`src/rtl/fifo_rd_axis_bridge.sv`:
```
// fifo_rd_axis_bridge: drains the async-FIFO read port into an AXI-Stream master through a 2-entry skid buffer.
// Latency: 2 clk from the first rd_en to tvalid; 1 word/clk in steady state.
// Backpressure: tready low holds the head; rd_en stops once buffered plus in-flight words reach 2.
// Option: define RX_FRAME_CNT_EN to add a 16-bit frame_count output (count of tlast handshakes).
`timescale 1ns/1ps
module fifo_rd_axis_bridge #(
    parameter int FIFO_DATA_WIDTH = 9
) (
    input  logic                       clk_rd,
    input  logic                       reset_n,
    input  logic [FIFO_DATA_WIDTH-1:0] rd_data,
    input  logic                       rd_empty,
    output logic                       rd_en,
    output logic [FIFO_DATA_WIDTH-2:0] m_axis_tdata,
    output logic                       m_axis_tlast,
    output logic                       m_axis_tvalid,
    input  logic                       m_axis_tready
`ifdef RX_FRAME_CNT_EN
    ,
    output logic [15:0]                frame_count
`endif
);
    localparam int W = FIFO_DATA_WIDTH;

    logic [W-1:0] head_q, head_d;
    logic [W-1:0] tail_q, tail_d;
    logic [1:0]   count_q, count_d;
    logic         pending_q, pending_d;
    logic         pop;
    logic [1:0]   slot;

    assign m_axis_tvalid = (count_q != 2'd0);
    assign m_axis_tdata  = head_q[W-2:0];
    assign m_axis_tlast  = head_q[W-1];
    assign pop           = m_axis_tvalid & m_axis_tready;

    // The word returning from the FIFO lands behind whatever survives this cycle's pop.
    always_comb begin
        count_d   = count_q + {1'b0, pending_q} - {1'b0, pop};
        rd_en     = reset_n & ~rd_empty & (count_d < 2'd2);
        pending_d = rd_en;
        slot      = count_q - {1'b0, pop};
        head_d    = head_q;
        tail_d    = tail_q;
        if (pop && (count_q == 2'd2)) begin
            head_d = tail_q;
        end
        if (pending_q) begin
            if (slot == 2'd0) begin
                head_d = rd_data;
            end else begin
                tail_d = rd_data;
            end
        end
    end

    always_ff @(posedge clk_rd or negedge reset_n) begin
        if (!reset_n) begin
            head_q    <= '0;
            tail_q    <= '0;
            count_q   <= 2'd0;
            pending_q <= 1'b0;
        end else begin
            head_q    <= head_d;
            tail_q    <= tail_d;
            count_q   <= count_d;
            pending_q <= pending_d;
        end
    end

`ifdef RX_FRAME_CNT_EN
    logic [15:0] frame_count_q, frame_count_d;

    always_comb begin
        frame_count_d = frame_count_q;
        if (pop && m_axis_tlast) begin
            frame_count_d = frame_count_q + 16'd1;
        end
    end

    always_ff @(posedge clk_rd or negedge reset_n) begin
        if (!reset_n) begin
            frame_count_q <= 16'd0;
        end else begin
            frame_count_q <= frame_count_d;
        end
    end

    assign frame_count = frame_count_q;
`endif

endmodule

```
`config.mk`:
```
export PLATFORM = sky130hd
export DESIGN_NAME = fifo_rd_axis_bridge
export DESIGN_NICKNAME = d
export VERILOG_FILES = /design/src/rtl/fifo_rd_axis_bridge.sv
export SDC_FILE = /design/constraint.sdc
export NUM_CORES = 1
export LEC_CHECK = 0
export CORE_MARGIN = 2
export CORE_UTILIZATION = 60
export DETAILED_ROUTE_END_ITERATION = 10
export DONT_BUFFER_PORTS = 1
export PLACE_DENSITY_LB_ADDON = 0.1
export SETUP_SLACK_MARGIN = 0.5
export SLEW_MARGIN = 20
export SYNTH_ARGS = -nofsm -noshare
export SYNTH_HDL_FRONTEND = slang
export SYNTH_SLANG_ARGS = --single-unit
```
`constraint.sdc`:
```
create_clock -name clk_rd -period 3.7 [get_ports clk_rd]
set_input_delay 0.74 -clock clk_rd [delete_from_list [all_inputs] [get_ports clk_rd]]
set_output_delay 0.74 -clock clk_rd [all_outputs]
set_load 0.02 [all_outputs]
```
==> run_1/gates.png <==
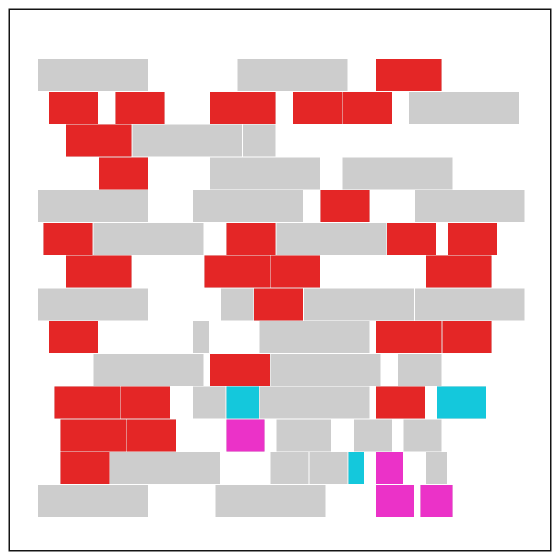
- nand cells: cyan (cells 3)
- mux cells: red (cells 28)
- and/or cells: magenta (cells 4)
Layout Cells excl Fill: 83
dominant logic cell type in the layout: dfrtp_1
Comb/total area: 0.450

==> run_1/m2.png <==
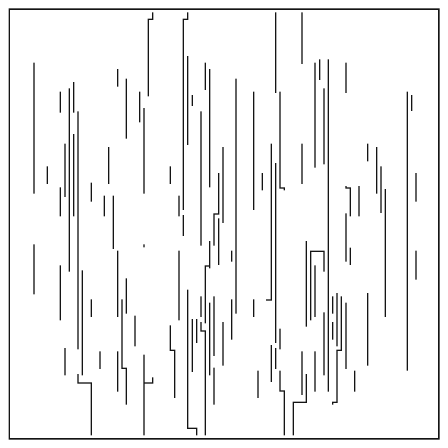
- nets with wire on the layer: 71
- wire length on this layer: 712 µm
- share of all routed wire: 48%
- longest straight run: 34.7 µm
- main direction: vertical
final wirelength: 1470 µm
routed via count: 501
M2 GR Usage: 0.272

==> run_results.csv, run 1 <==
group,metric,value,unit
routing,drcViolationCount,0,
global_route,track_usage,0.173,
placed_design,port_buffers,0,
yosys,yosysTopAreaCell,"dfrtp_1",
final_timing,layout_setup_ws,0.616,ns
critical_path,path_buffers,0,
placed_design,pre_cts_slack,0.881,ns
critical_path,slowest_stage,"or3b_2",
yosys,aoi_share,0.0137,
routing,ant_nets,0,
critical_path,r2r_end,"pending_q$_DFF_PN0_",
final_timing,setup_tns,0,ns
yosys,enable_flop_cells,0,
critical_path,cp_num_cells,6,
clocking,cts-hold-fix-buffers,0,
routing,vias_per_cell,6.04,
global_route,grt_max_degree,24,
clocking,clk-insertion-delay-late,0.29,ns
cells_and_area,n_antenna_cell,0,
final_timing,finalSetupViolCount,0,
final_timing,worstMarginPinSlew,0.573,ns
clocking,cts_inserted_buffers,3,
die,io_pins,24,
final_timing,skew,0.00177,ns
clocking,clock-sinks,21,
cells_and_area,fillerInstances,116,
critical_path,worstPathCellList,"or2_2 > nand2_1 > xnor2_1 > ha_1 > or3b_2 > mux2i_2",
yosys,top_cells_by_count,"21 x dfrtp_1, 18 x mux2_2, 9 x mux2_4",
yosys,ys_types,18,
yosys,yosys_area,1000,µm²
die,rows,14,
die,core_area,1540,µm²
yosys,fp_nets,78,
global_route,grt-ovfl-total,0,
worst_hold_path,hp-class,"in2async",
yosys,topCombFamilyByArea,"multiplexers",
final_timing,rsz0062_at_grt,"no",
yosys,ys_warn_count,0,
critical_path,critical_path.top_delay_family,"simple AND/OR/NAND/NOR gates",
critical_path,rr_worst_depth,6,
job,drv_cap,0,
critical_path,worstSetupEndpointType,"output port",
placed_design,dp_hpwl,1030,µm
critical_path,critPathArrivalTime,2.34,ns
power,leakage,0.000479,µW
critical_path,path_class,"reg2out",
power,powerDensity,897,nW/µm²
yosys,ys_sh_adder,0.0125,
final_timing,max_freq,324,MHz
critical_path,crit_fanout,6,
cells_and_area,syn2layout_area_growth,3.88,%
yosys,synth_cells,64,
die,die_h,44.8,µm
yosys,ys_seq_frac,0.525,
yosys,syn_area_per_cell,15.6,µm²
die,die_area,2010,µm²
global_route,grt_pass1_wl,2460,µm
clocking,post_cts_resized,0,
clocking,cts_tree,"built",
yosys,yosys_most_used_dff,"dfrtp_1",
critical_path,endpoint,"rd_en",
die,initial_core_util,0.649,
status,status,"completed",
critical_path,ff2ff_setup_slack,1.52,ns
global_route,grt_pass1_vias,560,
job,tool_warnings,26,
routing,drt_pre_antenna_iters,3,
yosys,xor_area_frac,0.0175,
==> run_1/m1.png <==
Supply wires on this layer in gray.
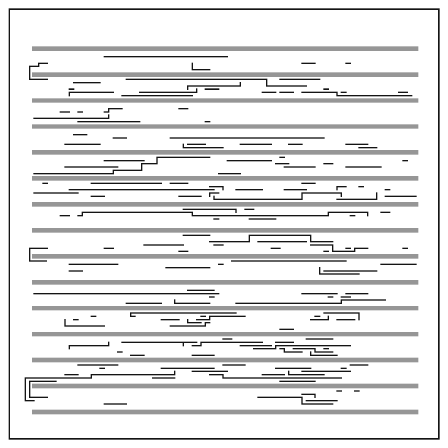
- wire length on this layer: 636 µm
- nets with wire on the layer: 79
- longest straight run: 19.3 µm
- main direction: horizontal
- share of all routed wire: 43%

-- run 1: power by group --
part           total (µW)  internal [µW]  switching (µW)
Clock                 106           41.9            63.8
Sequential            481            346             135
Combinational         346            232             114
-- run 1: cells in the final DEF, fill, tap and decap left out, drive strengths merged --
cell and count:
a21oi 1, clkbuf 4, dfrtp 21, ha 1
mux2 27, mux2i 1, nand2 1, nand3b 2
nor2b 1, nor4bb 1, o21ai 1, or2 1
or2b 1, or3b 2, xnor2 2
-- run 1: routing by layer --
layer | wire, µm | share of wire | vias up
li1 | - | - | 238
met1 | 635 | 0.43 | 247
met2 | 711 | 0.48 | 14
met3 | 106 | 0.072 | 2
met4 | 14 | 0.0095 | 0
met5 | 0 | 0 | -
-- run 1: kinds of logic (layout without fill, tap and decap cells) --
logic type / count (synthesis) / in the layout
compound gates: 2 / 2
flops: 21 / 21
buf+inv: 1 / 4
simple gates: 9 / 9
xor+xnor: 2 / 2
fa+ha+maj: 1 / 1
mux: 28 / 28
-- run 1: cell type report --
class / count / area, µm² / share of cell area
Multi-Input combinational cell: 42 / 468 / 0.450
Tap cell: 16 / 20.0 / 0.0193
Clock buffer: 4 / 26.3 / 0.0253
Sequential cell: 21 / 526 / 0.505
-- run 1: stage by stage --
step                power [µW]  hold slack, ns  instance area (µm²)  std cells   util
floorplan                  784           0.444                 1000         64      -
global placement           820           0.445                 1010         79  0.655
CTS                        940           0.112                 1040         83  0.672
finish                     933           0.125                 1040         83  0.675
global route               996          0.0942                 1040         83  0.675
detailed placement         835           0.445                 1010         79  0.655
-- run 1: flip-flops by register name (all words and copies together), names as in the netlist --
| name | cells |
|---|---|
| pending_q | 1 |
| count_q | 2 |
| head_q | 9 |
| tail_q | 9 |
==> run_1/m3.png <==
Scale bar: 10 µm. Cells faint in the background.
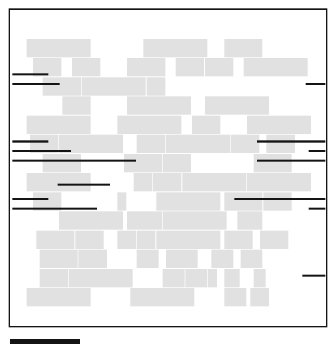

## Run 2: what changed since run 1
- clock period: 3.7 -> 2.9 ns (I/O delays scaled with it)
==> run_2/m3.png <==
Scale bar: 10 µm. Cells faint in the background.
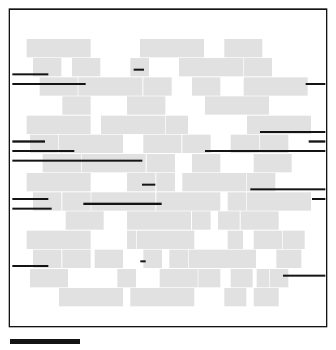
- longest straight run: 18.2 µm
- main direction: horizontal
- nets with wire on the layer: 16
- share of all routed wire: 7.7%
- wire length on this layer: 123 µm
final wirelength: 1590 µm
routed via count: 525
met3 GRT Util: 0.0720

==> run 2 against run 1 <==
  * Power is 35% higher
  * Sequential power is 26% higher
  * Via count is 4.8% higher
  * Critical path type unchanged
  * Highest routed layer unchanged
==> run_results.csv, run 2 <==
group,metric,value,unit
global_route,track_usage,0.195,
critical_path,crit_fanout,2,
yosys,top_cells_by_count,"21 x dfrtp_1, 18 x mux2_2, 9 x mux2_4",
critical_path,worstPathCellList,"or2_4 > nand2_2 > xnor2_1 > ha_2 > or3b_4 > mux2i_4",
power,p_seq_frac,0.480,
die,die_area,2010,µm²
critical_path,critPathArrivalTime,1.92,ns
power,p_switching,427,µW
clocking,cts_inserted_buffers,3,
die,rows,14,
cells_and_area,layout_top_cells,"20 x dfrtp_1, 18 x mux2_2, 9 x mux2_4",
power,leakage,0.000499,µW
global_route,grt_pass1_wl,2670,µm
power,intPower,833,µW
routing,dr_wl_met2,741,µm
cells_and_area,syn2layout_area_growth,9.13,%
yosys,yosysTopAreaCell,"dfrtp_1",
cells_and_area,largestRegisters,"head_q: 9 flops, tail_q: 9 flops, count_q: 2 flops",
final_timing,skew,0.00124,ns
critical_path,r2r_end,"head_q[5]$_DFF_PN0_",
status,status,"completed",
routing,wl_met1,678,µm
placed_design,port_buffers,0,
cells_and_area,regArea,527,µm²
clocking,clk-insertion-delay-late,0.30,ns
final_timing,finalSetupViolCount,0,
cells_and_area,n_antenna_cell,0,
clocking,cts_tree,"built",
clocking,clock-sinks,21,
yosys,synth_cells,64,
yosys,syn_area_per_cell,15.6,µm²
yosys,fp_nets,78,
yosys,ys_seq_frac,0.525,
clocking,post_cts_resized,4,
die,initial_core_util,0.649,
placed_design,pre_cts_slack,0.486,ns
clocking,cts-hold-fix-buffers,1,
-- run 2: per-stage QoR --
step           area, µm²  cells  utilization  total power (µW)
4_1_cts             1090     87        0.709              1270
5_1_grt             1090     87        0.709              1340
6_report            1090     87        0.709              1260
3_3_place_gp        1020     79        0.665              1070
3_5_place_dp        1020     79        0.665              1090
2_1_floorplan       1020     64            -              1020
-- run 2: layout make-up --
type | count | area share
clock buffers | 4 | 0.0241
multi-input cells | 42 | 0.446
flip-flops and latches | 21 | 0.482
well taps | 16 | 0.0183
repair buffers | 4 | 0.0298
-- run 2: power by group through the flow --
stage	sequential, µW	clock (µW)	combinational (µW)
final	604	138	518
after global routing	624	151	567
after CTS	605	143	518
after detailed placement	623	0	462
after global placement	618	0	447
after floorplan	596	0	424
-- run 2: worst max path at each step --
stage,startpoint,to,cells after the start
floorplan,count_q[1]$_DFF_PN0_,rd_en,6
global placement,count_q[1]$_DFF_PN0_,rd_en,6
detailed placement,count_q[1]$_DFF_PN0_,rd_en,6
CTS,count_q[1]$_DFF_PN0_,rd_en,6
global route,count_q[0]$_DFF_PN0_,rd_en,6
finish,count_q[0]$_DFF_PN0_,rd_en,6
-- run 2: logic make-up after synthesis --
family / after synthesis / synth area share
mux: 28 / 0.347
fa+ha+maj: 1 / 0.0125
compound gates: 2 / 0.0137
simple gates: 9 / 0.0725
buf+inv: 1 / 0.0112
xor+xnor: 2 / 0.0175
flops: 21 / 0.525
-- run 2: worst max-delay path, delay by kind of cell, from the launching register on --
| family | cells | cell delay, ns |
|---|---|---|
| and+or+nand+nor | 3 | 0.74 |
| DFF | 1 | 0.40 |
| adders and majority gates | 1 | 0.18 |
| xor gates and xnor gates | 1 | 0.06 |
| muxes | 1 | 0.24 |
Power is estimated from default activity; no workload was simulated.
